<file path="src/rtl/altmemddr_ex_pkg.sv">
// ---------------------------------------------------------------------------
// altmemddr_ex_pkg
// Shared definitions for the altmemddr example read-data checker:
//   - LFSR_W      : width of one byte-lane pattern generator
//   - state_t     : checker FSM encoding (IDLE/CHECK/DONE)
//   - lfsr8_next  : one step of the per-lane 8-bit pattern LFSR
// ---------------------------------------------------------------------------
package altmemddr_ex_pkg;

    localparam int LFSR_W = 8;

    typedef enum logic [1:0] {
        ST_IDLE  = 2'd0,
        ST_CHECK = 2'd1,
        ST_DONE  = 2'd2
    } state_t;

    // Galois-style step: shift left, feeding q[7] back into taps 0, 2, 3, 4.
    function automatic logic [LFSR_W-1:0] lfsr8_next(input logic [LFSR_W-1:0] q);
        logic [LFSR_W-1:0] n;
        n[0] = q[7];
        n[1] = q[0];
        n[2] = q[1] ^ q[7];
        n[3] = q[2] ^ q[7];
        n[4] = q[3] ^ q[7];
        n[5] = q[4];
        n[6] = q[5];
        n[7] = q[6];
        return n;
    endfunction

endpackage

</file>
<file path="src/rtl/altmemddr_ex_exp_lane.sv">
// ---------------------------------------------------------------------------
// altmemddr_ex_exp_lane
// Expected-byte generator for one read-data byte lane.
// Ports:
//   clk      in   system clock, rising edge
//   reset_n  in   asynchronous active-low reset (loads LANE_SEED)
//   enable   in   0 holds the lane at LANE_SEED
//   reseed   in   1 reloads LANE_SEED
//   step     in   1 advances the LFSR by one state
//   exp      out  expected byte for the current beat (pre-step state)
// ---------------------------------------------------------------------------
module altmemddr_ex_exp_lane
    import altmemddr_ex_pkg::*;
#(
    parameter logic [LFSR_W-1:0] LANE_SEED = 8'h20
) (
    input  logic              clk,
    input  logic              reset_n,
    input  logic              enable,
    input  logic              reseed,
    input  logic              step,
    output logic [LFSR_W-1:0] exp
);

    logic [LFSR_W-1:0] r_q;

    always_ff @(posedge clk or negedge reset_n) begin
        if (!reset_n) begin
            r_q <= LANE_SEED;
        end else if (!enable || reseed) begin
            r_q <= LANE_SEED;
        end else if (step) begin
            r_q <= lfsr8_next(r_q);
        end
    end

    assign exp = r_q;

endmodule

</file>
<file path="src/rtl/altmemddr_ex_rd_compare.sv">
// ---------------------------------------------------------------------------
// altmemddr_ex_rd_compare
// Read-data checker for the altmemddr example traffic driver. Each byte lane
// of rdata is compared against its own 8-bit LFSR pattern; per-byte,
// aggregate and sticky pass/not-fail status are registered outputs.
// Optional feature macro: ALTMEMDDR_EX_RD_COMPARE_ERR_CNT_EN
//   adds a saturating error_count of mismatching beats.
// Ports:
//   clk           in   system clock, rising edge
//   reset_n       in   asynchronous active-low reset
//   enable        in   0 forces IDLE and holds lanes at seed
//   start         in   pulse: reseed lanes, clear sticky status, enter CHECK
//   rdata_valid   in   rdata qualifier
//   rdata         in   read data, DWIDTH bits
//   last_burst    in   marks the final beat of the test
//   pnf_per_byte  out  1 per lane that matched on the last compared beat
//   pnf           out  AND of pnf_per_byte
//   pnf_persist   out  sticky pass flag since start
//   compare_done  out  high in DONE
//   error_count   out  mismatching-beat count (optional feature only)
// ---------------------------------------------------------------------------
module altmemddr_ex_rd_compare
    import altmemddr_ex_pkg::*;
#(
    parameter int DWIDTH = 32,
    parameter int SEED   = 32,
    parameter int CNT_W  = 16
) (
    input  logic                clk,
    input  logic                reset_n,
    input  logic                enable,
    input  logic                start,
    input  logic                rdata_valid,
    input  logic [DWIDTH-1:0]   rdata,
    input  logic                last_burst,
    output logic [DWIDTH/8-1:0] pnf_per_byte,
    output logic                pnf,
    output logic                pnf_persist,
    output logic                compare_done
`ifdef ALTMEMDDR_EX_RD_COMPARE_ERR_CNT_EN
    ,
    output logic [CNT_W-1:0]    error_count
`endif
);

    localparam int LANES = DWIDTH / 8;

    if ((DWIDTH % 8) != 0 || DWIDTH < 8 || CNT_W < 1) begin : g_cfg_err
        $error("altmemddr_ex_rd_compare: DWIDTH must be a multiple of 8 and CNT_W >= 1");
    end

    state_t              r_state;
    logic [LANES-1:0]    r_pnf_per_byte;
    logic                r_pnf;
    logic                r_pnf_persist;
    logic                r_compare_done;

    logic [LFSR_W-1:0]   w_exp [LANES];
    logic [LANES-1:0]    w_match;
    logic                w_accept;
    logic                w_all_match;

    // A beat coinciding with start is dropped: the lanes are being reseeded.
    assign w_accept    = enable && !start && rdata_valid && (r_state == ST_CHECK);
    assign w_all_match = &w_match;

    for (genvar gi = 0; gi < LANES; gi++) begin : g_lane
        localparam logic [LFSR_W-1:0] LS = LFSR_W'((SEED + gi) % 256);

        altmemddr_ex_exp_lane #(
            .LANE_SEED (LS)
        ) u_lane (
            .clk     (clk),
            .reset_n (reset_n),
            .enable  (enable),
            .reseed  (start),
            .step    (w_accept),
            .exp     (w_exp[gi])
        );

        assign w_match[gi] = (rdata[8*gi +: 8] == w_exp[gi]);
    end

    always_ff @(posedge clk or negedge reset_n) begin
        if (!reset_n) begin
            r_state        <= ST_IDLE;
            r_pnf_per_byte <= '1;
            r_pnf          <= 1'b1;
            r_pnf_persist  <= 1'b1;
            r_compare_done <= 1'b0;
        end else if (!enable) begin
            // Status outputs intentionally hold across a disable.
            r_state        <= ST_IDLE;
            r_compare_done <= 1'b0;
        end else if (start) begin
            r_state        <= ST_CHECK;
            r_pnf_per_byte <= '1;
            r_pnf          <= 1'b1;
            r_pnf_persist  <= 1'b1;
            r_compare_done <= 1'b0;
        end else if (w_accept) begin
            r_pnf_per_byte <= w_match;
            r_pnf          <= w_all_match;
            r_pnf_persist  <= r_pnf_persist & w_all_match;
            if (last_burst) begin
                r_state        <= ST_DONE;
                r_compare_done <= 1'b1;
            end
        end
    end

    assign pnf_per_byte = r_pnf_per_byte;
    assign pnf          = r_pnf;
    assign pnf_persist  = r_pnf_persist;
    assign compare_done = r_compare_done;

`ifdef ALTMEMDDR_EX_RD_COMPARE_ERR_CNT_EN
    logic [CNT_W-1:0] r_err_cnt;

    // Saturating count of accepted beats with at least one bad lane.
    always_ff @(posedge clk or negedge reset_n) begin
        if (!reset_n) begin
            r_err_cnt <= '0;
        end else if (enable && start) begin
            r_err_cnt <= '0;
        end else if (w_accept && !w_all_match && (r_err_cnt != '1)) begin
            r_err_cnt <= r_err_cnt + CNT_W'(1);
        end
    end

    assign error_count = r_err_cnt;
`else
    // Error counter not built in this configuration.
`endif

endmodule

</file>
<file path="config.mk">
export PLATFORM = sky130hd
export DESIGN_NAME = altmemddr_ex_rd_compare
export DESIGN_NICKNAME = d
export VERILOG_FILES = /design/src/rtl/altmemddr_ex_pkg.sv /design/src/rtl/altmemddr_ex_exp_lane.sv /design/src/rtl/altmemddr_ex_rd_compare.sv
export SDC_FILE = /design/constraint.sdc
export NUM_CORES = 1
export LEC_CHECK = 0
export CAP_MARGIN = 20
export CORE_MARGIN = 5
export CORE_UTILIZATION = 53
export CTS_CLUSTER_DIAMETER = 200
export DETAILED_ROUTE_END_ITERATION = 12
export PLACE_DENSITY_LB_ADDON = 0.25
export SLEW_MARGIN = 5
export SYNTH_ARGS = -nofsm -noshare
export SYNTH_HDL_FRONTEND = slang
export SYNTH_SLANG_ARGS = --single-unit
</file>
<file path="constraint.sdc">
create_clock -name clk -period 3 [get_ports clk]
set_input_delay 0.3 -clock clk [delete_from_list [all_inputs] [get_ports clk]]
set_output_delay 0.3 -clock clk [all_outputs]
set_load 0.1 [all_outputs]
</file>
run_1/logic_types.png
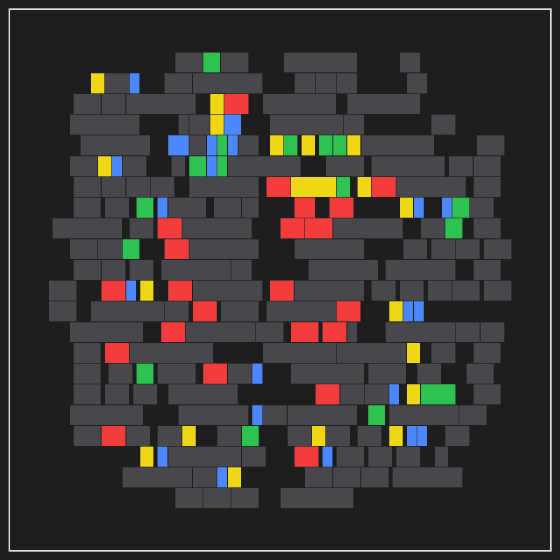
color	family	cells
yellow	inverting AOI/OAI gates	19
blue	NAND gates	21
red	AND-OR and OR-AND gates	22
green	NOR gates	16
non-filler instance count after layout: 267
most frequent logic cell in the layout: clkdlybuf4s50_1

run_1/clk_routes.png
Bar = 20 um.
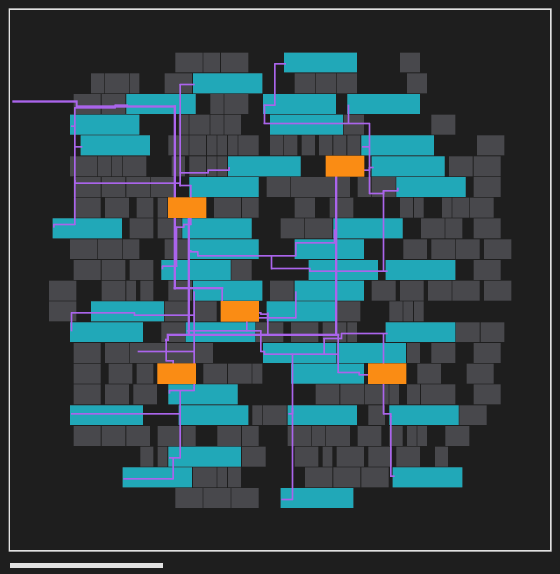
[cyan] flip-flops | count: 40
[purple] clock wires | length: 483 um
[orange] clock drivers | count: 5
routed clock nets	6
worst skew pair latency: 0.29 ns
P_clk: 431 uW
clock network power share: 0.359
Worst Clk Skew: 0.00482 ns

==> Changelog: implementation, run 1 <==
### Implementation results

* Status: finished clean
* Slew at the pin closest to its max-slew limit at about 0.86 ns
* Core area at roughly 3600 um2
* Inverters at 1
* Tool warning count at 26
* Critical path depth at 7
* Grt met1 use at 0.216
* Max Root-Sink Buffers at 2
* Post-CTS Setup Inserts at 0
* Final Core Density at 0.689
* Placed Instance Area at ~2400 um2
* Max layer used: met4
* WL met3 at ~200 um
* Cycle use final at 0.599
* Complex Gates by Area at 0.153
* Gate power share at 0.161
* H-Tree Level Count at 2
* Total of max-cap violations at 0
* Std cell rows at 22
* Adders+Majority by Area at 0
* Worst hold slack at 0.113 ns
* Sw Pwr at 311 uW
* Min-delay worst type: input port to async pin
* Flop count at approximately 40
* DRT Pass-1 Iters at 4
run_1/sizes.png
Bar = 20 um.
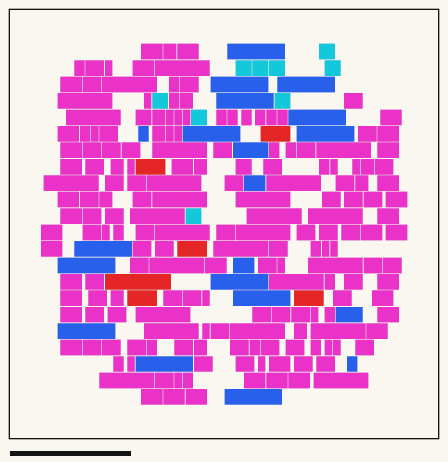
color	size	cells	share
blue	_2 cells	20	9.1%
magenta	_0 and _1 cells	184	84%
cyan	_3 and _4 cells	9	4.1%
red	_6 and larger	6	2.7%
design area: 2500 um2
Worst Slack Setup Final: 1.20 ns

==> run 1: worst reg2reg max path: cells and delay by family, from the launching register on <==
family / cells / cell delay, ns
xor+xnor: 1 / 0.22
simple gates: 2 / 0.41
flops: 1 / 0.50
compound gates: 2 / 0.58
==> run 1: flip-flops by register name, indices dropped and copies added (netlist names) <==
signal	flops
pnf_per_byte	4
pnf_persist	1
r_state	2
g_lane.u_lane.exp	32
pnf	1
==> run 1: metrics by stage <==
stage	setup slack, ns	std cells	power, uW
3_5_place_dp	0.926	259	779
2_1_floorplan	1.02	176	691
4_1_cts	1.21	267	1210
5_1_grt	1.10	267	1240
6_report	1.20	267	1200
3_3_place_gp	1.05	259	772
run_1/clocks.png
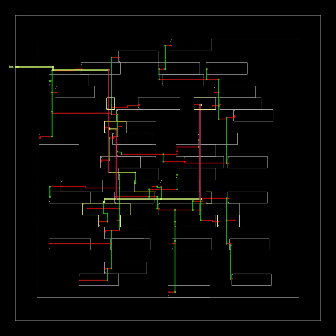

==> inputs of run 2 (changes only) <==
Settings changed: CORE_UTILIZATION 53 to 49.
Clock period 3 ns to 1.7 ns, I/O delays scaled along.
run_2/clocks.png
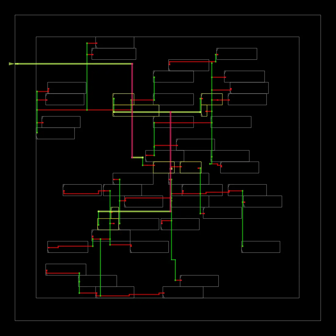
CTS Buf Count: 5
clk sinks: 40
flop count: 40
clock buffer count in the final layout: 6
Worst Clk Skew: 0.00722 ns

==> Changelog: implementation, run 2 <==
### Implementation results

* Status: finished clean
* Std cell rows at 23
* Placed Instance Area at 2590 um2
* Max reg flops at 32
* Clock network power share at 0.348
* Sw Pwr at 555 uW
* Req. time, crit path at 1.93 ns
* WL met3 at between 200 and 250 um
* Final Core Density at 0.697
* Worst Slack Setup Final at 0.0155 ns
* P_clk at approximately 760 uW
* Non-filler instance count after layout at about 290
* Most frequent logic cell in the layout: clkdlybuf4s50_1
* Max layer used: met4
* Max Root-Sink Buffers at 2
* H-Tree Level Count at 2
* Adders+Majority by Area at 0
* Cycle use final at 0.991
* Gate power share at 0.181
* DRT Pass-1 Iters at 4
* CP cell instances: xor2_1 -> nor4_2 -> nand2_1 -> o41ai_4 -> o31a_1
* Total of max-cap violations at 0
* Core area at ~4000 um2
* Placed cells at about 270
* Power, Total at 2170 uW
* Critical path depth at 5
* Complex Gates by Area at 0.153
run_2/sizes.png
Bar = 20 um.
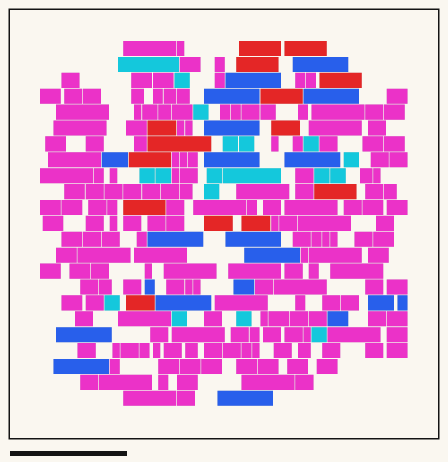
design area: 2750 um2
Area Overhead vs Synth: 40.3%

## run 2: timing repair
item | 4_1_cts | 5_1_grt
endpoints found under the setup margin | 1 | 2
setup buffers | 0 | 3
hold buffers | 1 | 0
gates resized | 0 | 2
hold endpoints to repair | 12 | 0
pin swaps | 0 | 6
## run 2: cell type report
| cell class | count | area, um2 |
|---|---|---|
| tap | 50 | 62.6 |
| clock inverter | 2 | 35.0 |
| clock buffer | 6 | 72.6 |
| fill | 283 | 1190 |
| sequential | 40 | 1020 |
| inverter | 1 | 3.75 |
| multi-input combinational | 124 | 897 |
| timing repair buffer | 62 | 656 |
## run 2: cell families after synthesis
logic type / count (synthesis)
simple gates: 39
flops: 40
buf+inv: 12
xor+xnor: 44
compound gates: 41
Power is estimated from default activity; no workload was simulated.
